**src/rtl/muldiv_pkg.sv**
```systemverilog
// Shared definitions for the RV32M multiply/divide requester and the unit it drives.
package muldiv_pkg;

  localparam int XLEN = 32;

  // RV32M funct3 codes, identical on both sides of the start/opcode handshake
  localparam logic [2:0] OP_MUL    = 3'b000;
  localparam logic [2:0] OP_MULH   = 3'b001;
  localparam logic [2:0] OP_MULHSU = 3'b010;
  localparam logic [2:0] OP_MULHU  = 3'b011;
  localparam logic [2:0] OP_DIV    = 3'b100;
  localparam logic [2:0] OP_DIVU   = 3'b101;
  localparam logic [2:0] OP_REM    = 3'b110;
  localparam logic [2:0] OP_REMU   = 3'b111;

  typedef logic [2:0] md_state_t;

  localparam md_state_t ST_IDLE  = 3'd0;
  localparam md_state_t ST_ISSUE = 3'd1;
  localparam md_state_t ST_WAIT  = 3'd2;
  localparam md_state_t ST_WB    = 3'd3;
  localparam md_state_t ST_DRAIN = 3'd4;

  function automatic logic op_is_divide(input logic [2:0] op);
    return (op == OP_DIV) || (op == OP_DIVU) || (op == OP_REM) || (op == OP_REMU);
  endfunction

endpackage

```
**src/rtl/muldiv_watchdog.sv**
```systemverilog
// Cycle watchdog for an outstanding multiply/divide op, with a sticky expiry flag.
module muldiv_watchdog #(
  parameter int TIMEOUT_CYCLES = 64
) (
  input  logic clk,
  input  logic rst,
  input  logic clear,
  input  logic enable,
  output logic expired,
  output logic err
);

  localparam int CW = $clog2(TIMEOUT_CYCLES + 1);

  logic [CW-1:0] cnt_q, cnt_d;
  logic          err_q, err_d;

  // Fires on the last allowed cycle so the owner leaves after exactly TIMEOUT_CYCLES cycles
  assign expired = enable && (cnt_q == CW'(TIMEOUT_CYCLES - 1));
  assign err     = err_q;

  always_comb begin
    cnt_d = cnt_q;
    if (clear) begin
      cnt_d = '0;
    end else if (enable && !expired) begin
      cnt_d = cnt_q + 1'b1;
    end
    err_d = err_q | expired;
  end

  always_ff @(posedge clk or posedge rst) begin
    if (rst) begin
      cnt_q <= '0;
      err_q <= 1'b0;
    end else begin
      cnt_q <= cnt_d;
      err_q <= err_d;
    end
  end

endmodule

```
**src/rtl/muldiv_issue_ctrl.sv**
```systemverilog
// Execute-stage controller that issues one M-extension op to the shared mul/div unit,
// stalls the pipeline while it is in flight, and performs the register writeback.
module muldiv_issue_ctrl #(
  parameter int TIMEOUT_CYCLES = 64,
  parameter int XLEN           = muldiv_pkg::XLEN
) (
  input  logic            clk,
  input  logic            rst,
  input  logic            req_valid,
  input  logic [2:0]      req_funct3,
  input  logic [XLEN-1:0] req_rs1,
  input  logic [XLEN-1:0] req_rs2,
  input  logic [4:0]      req_rd,
  output logic            req_ready,
  input  logic            flush,
  output logic            stall,
  output logic            md_start,
  output logic [2:0]      md_opcode,
  output logic [XLEN-1:0] md_rs1,
  output logic [XLEN-1:0] md_rs2,
  input  logic            md_busy,
  input  logic            md_ready,
  input  logic [XLEN-1:0] md_result,
  output logic            wb_en,
  output logic [4:0]      wb_rd,
  output logic [XLEN-1:0] wb_data,
  output logic            err_timeout
);

  import muldiv_pkg::*;

  md_state_t       state_q, state_d;
  logic [2:0]      op_q;
  logic [XLEN-1:0] rs1_q, rs2_q, wb_data_q;
  logic [4:0]      rd_q;
  logic            accept;
  logic            wd_clear, wd_enable, wd_expired;

  assign req_ready = (state_q == ST_IDLE) && !md_busy;
  assign accept    = req_valid && req_ready && !flush;
  assign stall     = ((state_q != ST_IDLE) && (state_q != ST_WB)) ||
                     (req_valid && (state_q == ST_IDLE));

  always_comb begin
    state_d = state_q;
    case (state_q)
      ST_IDLE:  if (accept) state_d = ST_ISSUE;
      // The start pulse is already out, so a flush here must still wait for the unit
      ST_ISSUE: state_d = flush ? ST_DRAIN : ST_WAIT;
      ST_WAIT: begin
        if (md_ready)        state_d = flush ? ST_IDLE : ST_WB;
        else if (flush)      state_d = ST_DRAIN;
        else if (wd_expired) state_d = ST_IDLE;
      end
      ST_WB:    state_d = ST_IDLE;
      ST_DRAIN: if (md_ready || wd_expired) state_d = ST_IDLE;
      default:  state_d = ST_IDLE;
    endcase
  end

  assign wd_enable = (state_q == ST_WAIT) || (state_q == ST_DRAIN);
  assign wd_clear  = ((state_d == ST_WAIT) || (state_d == ST_DRAIN)) && (state_d != state_q);

  muldiv_watchdog #(
    .TIMEOUT_CYCLES(TIMEOUT_CYCLES)
  ) u_watchdog (
    .clk    (clk),
    .rst    (rst),
    .clear  (wd_clear),
    .enable (wd_enable),
    .expired(wd_expired),
    .err    (err_timeout)
  );

  // Operands are captured once at accept and held until the next accept,
  // covering the unit's late operand read and its opcode read at completion.
  always_ff @(posedge clk or posedge rst) begin
    if (rst) begin
      state_q   <= ST_IDLE;
      op_q      <= '0;
      rs1_q     <= '0;
      rs2_q     <= '0;
      rd_q      <= '0;
      wb_data_q <= '0;
    end else begin
      state_q <= state_d;
      if (accept) begin
        op_q  <= req_funct3;
        rs1_q <= req_rs1;
        rs2_q <= req_rs2;
        rd_q  <= req_rd;
      end
      if ((state_q == ST_WAIT) && md_ready && !flush) begin
        wb_data_q <= md_result;
      end
    end
  end

  assign md_start  = (state_q == ST_ISSUE);
  assign md_opcode = op_q;
  assign md_rs1    = rs1_q;
  assign md_rs2    = rs2_q;
  assign wb_en     = (state_q == ST_WB) && (rd_q != 5'd0) && !flush;
  assign wb_rd     = rd_q;
  assign wb_data   = wb_data_q;

endmodule

```
**config.mk**
```make
export PLATFORM = sky130hd
export DESIGN_NAME = muldiv_issue_ctrl
export DESIGN_NICKNAME = d
export VERILOG_FILES = /design/src/rtl/muldiv_pkg.sv /design/src/rtl/muldiv_watchdog.sv /design/src/rtl/muldiv_issue_ctrl.sv
export SDC_FILE = /design/constraint.sdc
export NUM_CORES = 1
export LEC_CHECK = 0
export CORE_UTILIZATION = 45
export CTS_CLUSTER_DIAMETER = 30
export CTS_CLUSTER_SIZE = 28
export DETAILED_ROUTE_END_ITERATION = 10
export PLACE_DENSITY = 0.86
export SYNTH_ARGS = -nofsm -noshare
export SYNTH_HDL_FRONTEND = slang
export SYNTH_SLANG_ARGS = --single-unit
```
**constraint.sdc**
```tcl
create_clock -name clk -period 10.5 [get_ports clk]
set_input_delay 1.575 -clock clk [delete_from_list [all_inputs] [get_ports clk]]
set_output_delay 1.575 -clock clk [all_outputs]
set_load 0.03 [all_outputs]
```
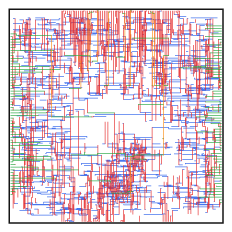
*Wiring by layer*
Drawn at 2 px/µm.
| layer | color | wire length |
|---|---|---|
| M2 | red | 5910 µm |
| M4 | orange | 375 µm |
| M3 | green | 995 µm |
| M1 | blue | 4630 µm |
WL/cell: 17.8 µm
All-Layer GR Usage: 0.221

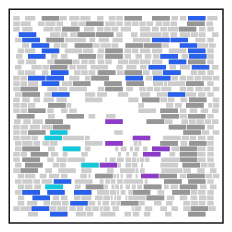
*Sequential cells colored by netlist name*
Drawn at 2 px/µm. Other sequential cells in the stronger gray, the rest of the logic in the fainter gray.
| netlist name | color | flops |
|---|---|---|
| md_rs2 | blue | 32 |
| wb_rd | cyan | 5 |
| u_watchdog.cnt_q | purple | 7 |
not colored: 71

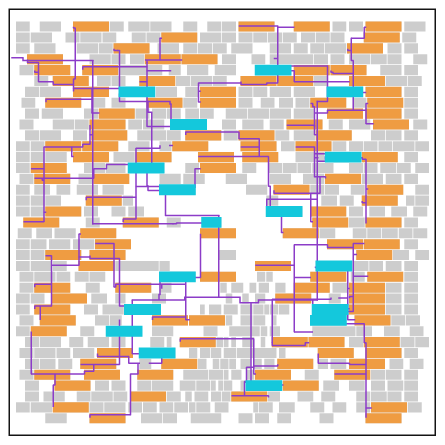
*Clock network drawn from the DEF*
Drawn at 4 px/µm.
[clock-net drivers] cyan | count: 17
[flip-flops] orange | count: 115
[clock wires] purple | length: 1470 µm
routed clock nets: 18
flops lie: widely spread

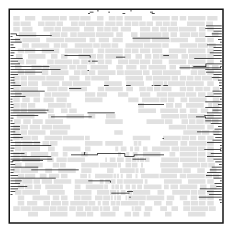
*M3 wires*
Drawn at 2 px/µm. Cells faint in the background.
longest straight run: 24.6 µm
share of all routed wire: 8.4%
nets with wire on the layer: 139
drt total wl: 11900 µm
via count: 3358
GRT met3 Usage: 0.0779

==> results.json <==
{
  "status": "finished clean",
  "p_per_area_nw_per_um2": 276,
  "wl_met1_um": 4630,
  "drtIter0Drc": 110,
  "place.gp.congestion": 0.789,
  "fp-utilization": 0.469,
  "top_area_frac": 0.590,
  "dieArea_um2": 11300,
  "die_x_um": 106,
  "startpoint": "flush",
  "yosysMostFrequentCell": "dfrtp_1",
  "placed_cells": 638,
  "cts_resized": 0,
  "hold_path_depth": 1,
  "peakVddDrop_uv": 158,
  "tightest_slew_ns": 0.986,
  "first_pass_iters": 4,
  "crit_chain": "clkdlybuf4s50_1 > nor2_1 > o2111a_1 > clkdlybuf4s50_1",
  "fin_skew_ns": 0.00501,
  "critical_path_class": "in -> out",
  "yosys_cells": 295,
  "grt_max_degree": 64,
  "finalPower_mw": 2.14,
  "tool_warnings": 26,
  "relSlewSlack": 0.342,
  "fin_hold_ws_ns": 0.485,
  "period_used_share": 0.457,
  "grt_overflow": 0,
  "boundaryPins": 219,
  "root_buffer": "clkbuf_8",
  "cp_top_family": "buffers and inverters",
  "clk_latency_ns": 0.51,
  "whs_endpoint": "u_watchdog.err",
  "logic_family": "multiplexers",
  "syn_area_um2": 4880,
  "wl_met3_um": 994,
  "hold_viol_final": 0,
  "ys_chip_area_um2": 4880,
  "fp-row-count": 37,
  "cts_buffers": 17,
  "cp_common_cell": "clkdlybuf4s50_1",
  "syn_area_per_cell_um2": 16.5,
  "cp_num_buf_inv": 2,
  "route.detailed.drc": 0,
  "critPathArrivalTime_ns": 3.22,
  "ant_nets": 0,
  "cts.sinks": 115,
  "final-instance-count-excl-fill": 670,
  "grt_pass1_wl_um": 18700,
  "cp_slowest_cell": "clkdlybuf4s50_1",
  "fin_crit_ns": 4.79,
  "grt_use_met1": 0.251,
  "rrSetupSlack_ns": 8.02,
  "place_ws_ns": 5.70,
  "cp-start-kind": "primary input",
  "syn-num-nets": 406,
  "cp_max_fo": 5,
  "drive_gt1_frac": 0.275,
  "rsz0062_at_grt": "false",
  "synth_warnings": 0,
  "top_layer": "met4"
}
[area by class of cell]
type	instances	area, µm²
repair buffers	220	2200
inverters	5	21.3
flip-flops and latches	115	2880
well taps	136	170
clock inverters	14	203
multi-input cells	162	1870
fillers	650	2650
clock buffers	18	428
[placed cells by master (no fill, tap or decap), types with 2 or more instances in the layout]
| master | netlist | final |
|---|---|---|
| nor3_1 | 2 | 2 |
| or4_1 | 2 | 2 |
| o21ai_0 | 4 | 4 |
| a22oi_1 | 3 | 3 |
| clkdlybuf4s50_1 | 0 | 218 |
| or2_2 | 3 | 3 |
| clkinv_4 | 0 | 5 |
| or3_1 | 3 | 3 |
| clkbuf_16 | 0 | 16 |
| dfrtp_1 | 115 | 115 |
| o2111ai_1 | 2 | 2 |
| clkbuf_8 | 0 | 2 |
| inv_6 | 0 | 3 |
| xor2_1 | 2 | 2 |
| nand2_1 | 6 | 6 |
| mux2_2 | 35 | 35 |
| nand3_1 | 3 | 2 |
| mux2_4 | 69 | 69 |
| nor2_1 | 2 | 2 |
| o31ai_1 | 3 | 3 |
| bufinv_16 | 0 | 4 |
| buf_4 | 1 | 2 |
| inv_1 | 5 | 4 |
| a21oi_1 | 5 | 5 |
[worst register-to-register path: cells and delay by family, from the launching register on]
kind / cells / cell delay, ns
buffers and inverters: 1 / 0.84
AND/OR/NAND/NOR: 2 / 0.44
multiplexers: 1 / 0.44
flip-flops: 1 / 0.64
[kinds of logic after synthesis]
family	count (synthesis)
adder cells (fa/ha/maj)	1
multiplexers	105
buffers and inverters	18
XOR/XNOR	3
AND-OR/OR-AND	26
flip-flops	115
AND/OR/NAND/NOR	27
[report_power, final]
part	switching [mW]	internal (mW)	total, mW
logic	0.431	0.429	0.860
clock network	0.212	0.395	0.607
registers	0.0887	0.587	0.676
total	0.732	1.41	2.14
